Design uart_rx, sky130hd; sources not shown.
Run 1, clock wiring as the flow saved it:
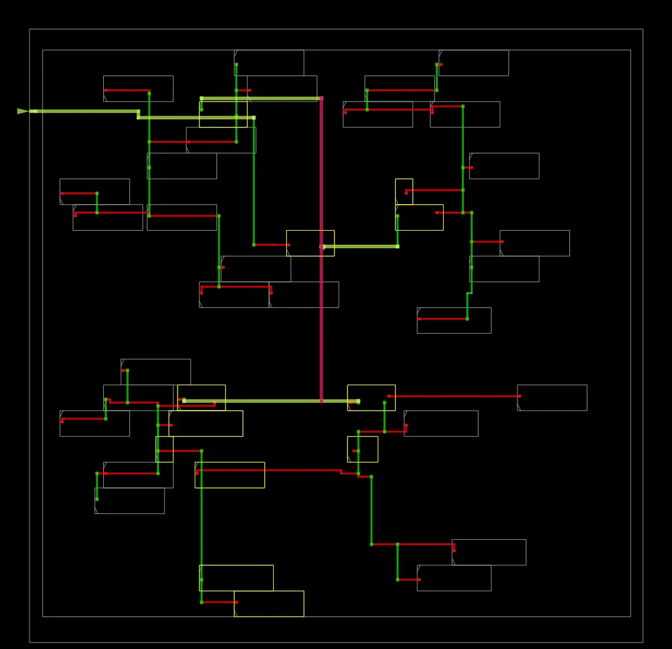
layout sequential cell count: 32
clock latency on the worst-skew pair: 0.28 ns
clock buffer count: 5

Run 1, I/O pins on the die edge:
Bar = 20 um. Pins as bars across the die edge, other pins in gray.
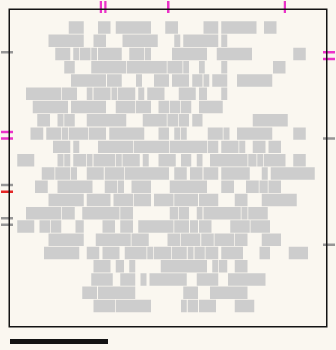
| port | color | pins | direction | edge |
|---|---|---|---|---|
| reset | red | 1 | input | west |
| rx_data | magenta | 8 | output | 4 north, 2 east, 2 west |
count of input and output buffers: 14
Die W: 64.78 um
Die Height: 64.78 um

Run 1, wire density map:
13 x 13 tiles, from white (low) to dark blue (high), scaled to the fullest tile. Values are wire area over tile area, all layers added.
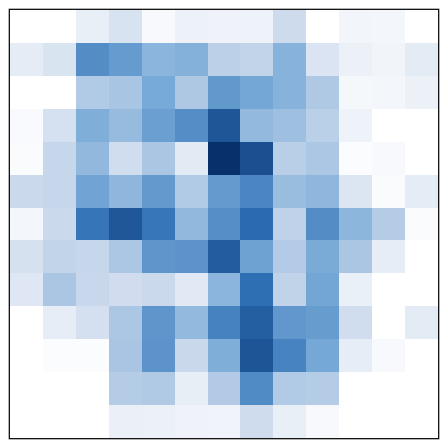
densest ninth of the die: center
nearly empty tiles: 18%
fullest tile: 0.47
tiles over half the peak: 21%
mean over tiles: 0.13
GRT Util Overall: 17.07%
average wire per cell in the routed design: 14.06 um
sum of routed wire length over all layers: 3.572 mm

==> run notes <==
State of the implementation.

- The run finished, with violations left.
- The final reports fail on negative setup slack.
- The iteration count recorded for the first detailed-route pass is 4.
- STA on the placed design reports a worst setup slack of -0.1006 ns.
- The number of antenna cells inserted is 0, for reference.
- For this run, design rule violations remaining after detail routing come to 0.
- The largest buffer count on any clock path is 2, for reference.
- In this run the worst path has a maximum fanout of 4.
- Per the log, the first TritonRoute iteration ended with a DRC count of 36.
- Summed over all layers, the global routing overflow is 0.
- Sorting the synthesized cells by area gives the leading types as dfxtp_1 41%, mux2i_1 6.3%, nand2_1 5.2%, ha_1 4.0%, a21oi_1 3.5%.
- The final count of pins violating max slew is 0, for reference.
- The met3 wire length is about 130 um, for reference.
- The global routing met3 resource utilization is about 4.4%, for reference.
- Including well taps, the total number of placed cells is between 200 and 250.
- The top logic cell by instance count in the layout is buf_4, for reference.
- The worst setup path is of the flip-flop to flip-flop kind.
- The number of buffer and inverter stages on the critical path is 2, for reference.
- Detailed placement ended at an HPWL of between 2 and 2.5 mm.
- The cell accounting for the most synthesized area is dfxtp_1, for reference.
- The congestion estimate from routability-driven global placement came to between 0.8 and 0.9.
- The most used flip-flop cell is dfxtp_1, for reference.
- Static timing analysis puts the maximum clock frequency at 665.2 MHz.
- Per the GRT log, the top usage layer is met2.
- For this design, Yosys synthesis ends with a cell count of 168.
- The synthesized-area fraction occupied by and/or/nand/nor cells is roughly 28%, for reference.
- Per the synthesis report, the number of distinct cell types is between 40 and 50.
- The number of fill cells in the layout is 340, for reference.
- In the CTS report, the clock slew at the register clock pins of the worst setup and hold paths is listed as ~0.070 ns.
- The met1 demand-to-capacity share in global routing is between 20% and 30%, for reference.
- The clock tree from TritonCTS is yes, for reference.
- The post-synth tally of flip-flops with integrated enable is 0, for reference.
- The slew at the pin closest to its max-slew limit is 0.3622 ns, for reference.
- Summing the areas of all fa, ha and maj instances in the mapped netlist gives 3.968% of the synthesized area.
- The first global-routing pass estimated 5.526 mm of wire.
- Data arrives at the worst endpoint at about 1.7 ns.
- The power report lists the clock group at a little under 0.7 mW.
- The post-route antenna net violation count is 0, for reference.
- The share of Yosys cell area claimed by the top area cell type is just over 40%, for reference.
- The setup slack after layout is -0.05322 ns, for reference.
- The power density over the cells is slightly below 800 mW/mm^2, for reference.
- The largest non-sequential cell family by area is simple AND/OR/NAND/NOR gates, for reference.
- Once synthesis finished, the tally of register bits stood at 32.
- The area fraction in mux cells is approximately 7.1%, for reference.
- The worst stage delay on the critical path is between 0.4 and 0.5 ns, for reference.
- The average instance area after synthesis is between 9 and 10 um^2, for reference.
- The vias per cell is about 5.1, for reference.
- The via count of the first global-routing pass is about 1300.
- STA classifies the critical path startpoint as a flip-flop.
- For this run, the post-layout net count is around 210.
- The sequential power reported by the tool is ~0.89 mW.
- The netlist area before placement is between 0.0015 and 0.002 mm^2, for reference.
- Setup repair after global routing could not meet its margin everywhere.
- The boundary pin count is 15, for reference.
- Looking at the power breakdown, sequential logic takes 52.3% of the total.
- The fraction of the cycle the final worst path needs is 103.7%, for reference.
- The maximum VDD drop is 0.0005409 V, for reference.
- The cell area reported after detailed placement is about 0.0019 mm^2, for reference.
- Across all stage logs, warnings added up to 31.
- Summing the areas of all compound-gate instances in the mapped netlist gives under 10% of the synthesized area.
- Per Yosys stat, the portion of area used by sequential elements is roughly 41%.
- For reference, the placement row count at floorplan is 22.
- The number of levels in the clock H-tree is 2, for reference.
- The detailed router reports a met2 wire length of roughly 1.7 mm.
- The overall power consumption is approximately 1.7 mW, for reference.
- Per the synthesis report, the XOR/XNOR share of the synthesized area is between 5 and 6%.
- The overall die size recorded for this design is around 0.0042 mm^2.
- The largest net degree at the start of global routing is 15, for reference.
- The leading power group is sequential cells, for reference.
- The chip area estimate from yosys synthesis is between 0.0015 and 0.002 mm^2, for reference.
- The type recorded for the worst min-delay path is flip-flop to flip-flop.
- The area growth from synthesis to final layout is 37.30%, for reference.
- The switching share of power is about a quarter, for reference.
- The number of nets handed over by synthesis was between 150 and 200.
- The gate count of the mapped netlist is ~170, for reference.
- The wire length the detailed router placed on met1 is ~1.7 mm, for reference.
- The setup TNS after final layout is -0.08860 ns, for reference.
- Cells fill between 50% and 60% of the core in the end.
- The static leakage power is 0.8839 nW, for reference.
- For met2 alone, demand over resource in global routing was a little over a quarter.
- Per the final timing report, the hold violations number 0.
- The area occupied by multi-input gates is around 0.0010 mm^2, for reference.
- The finished layout cell area is 0.002165 mm^2, for reference.
- The top layer reached by signal wires is met4, for reference.
- The total net switching power is between 0.4 and 0.5 mW, for reference.
- The worst setup path is captured at a flip-flop.
- The initial standard-cell utilization of the core is approximately 42%, for reference.
- The number of buffers created by CTS is 5, for reference.
- Across all hold checks on the routed design, the worst slack comes to around 0.42 ns.
- The yosys synthesis warning count is 0, for reference.
- Buffers inserted to repair hold after CTS numbered 0.
- The top cell types in the final layout, fill and taps aside, are 27 x buf_4, 26 x dfxtp_1, 18 x nand2_1.
- The timing report attributes the biggest portion of critical-path delay to simple AND/OR/NAND/NOR gates.
- The report lists the cells along the critical path as or3b_4 -> buf_6 -> nor2_4 -> buf_6 -> nand2_1 -> a21oi_2.
- The placeable core region is 0.003716 mm^2, for reference.
- After layout, the minimum clock period comes to 1.503 ns.
- The clock network fraction of design power is about two fifths, for reference.
- The number of cells on the worst reg-to-reg path is 6.
- For this block, the via count after detailed routing is roughly 1300.
- Of the total power, combinational logic draws 8.0%.
- The ratio of cells with drive above 1 in the final layout is a little under half, for reference.
- The final timing report lists clock skew as around 0.0030 ns.
- The power report lists cell-internal power as 1.281 mW.
- According to the CTS report, the clock sink count is 32.
- Data on the critical path is required at its endpoint by roughly 1.7 ns.
- The root buffer cell chosen for the clock tree is clkbuf_8.
- The fraction of synthesis flops using an asynchronous set or reset pin is 0%, for reference.
- The cell depth of the worst min-delay path is 1, for reference.
- Per the finish-stage timing summary, setup violations number 7.
- The number of antenna violations at the first check in global routing is 0.
- The path length in cells of the critical path is 6, for reference.
- The combinational power is between 0.1 and 0.15 mW, for reference.
- The slowest stage of the critical path belongs to the cell or3b_4.
- The setup slack of the most critical reg-to-reg path is -0.05 ns, for reference.
- The slew check shows that the tightest pin keeps a relative margin of 75.85%.
- Across the run, the number of max-cap violations was 0.
- The final instance count without filler cells is 254, for reference.
- Across the whole layout, storage elements account for about 650 um^2.
- In this design, the critical path's most frequently occurring cell is buf_6.
run 1: timing repair:
action | in CTS | in global routing
resized | 7 | 38
hold endpoints to repair | 0 | 0
endpoints found under the setup margin | 26 | 28
gates cloned | 0 | 1
buffers inserted | 0 | 5
pin swaps | 4 | 12
run 1: cell type report:
type / instances / area share [%]
Multi-Input combinational cell: 121 / 47.05
Sequential cell: 32 / 29.94
Timing Repair Buffer: 38 / 14.97
Clock buffer: 5 / 3.179
Tap cell: 48 / 2.775
Inverter: 7 / 1.214
Clock inverter: 3 / 0.8671
run 1: Yosys cell counts, drive strengths merged, types with 4 or more instances:
cell type   n
nand2      22
inv         7
nor4        4
o21ai       4
xnor2       4
ha          5
buf         6
dfxtp      32
nor2       15
nand4       6
a21oi      11
nor3        5
mux2i      10
Power is estimated from default activity; no workload was simulated.
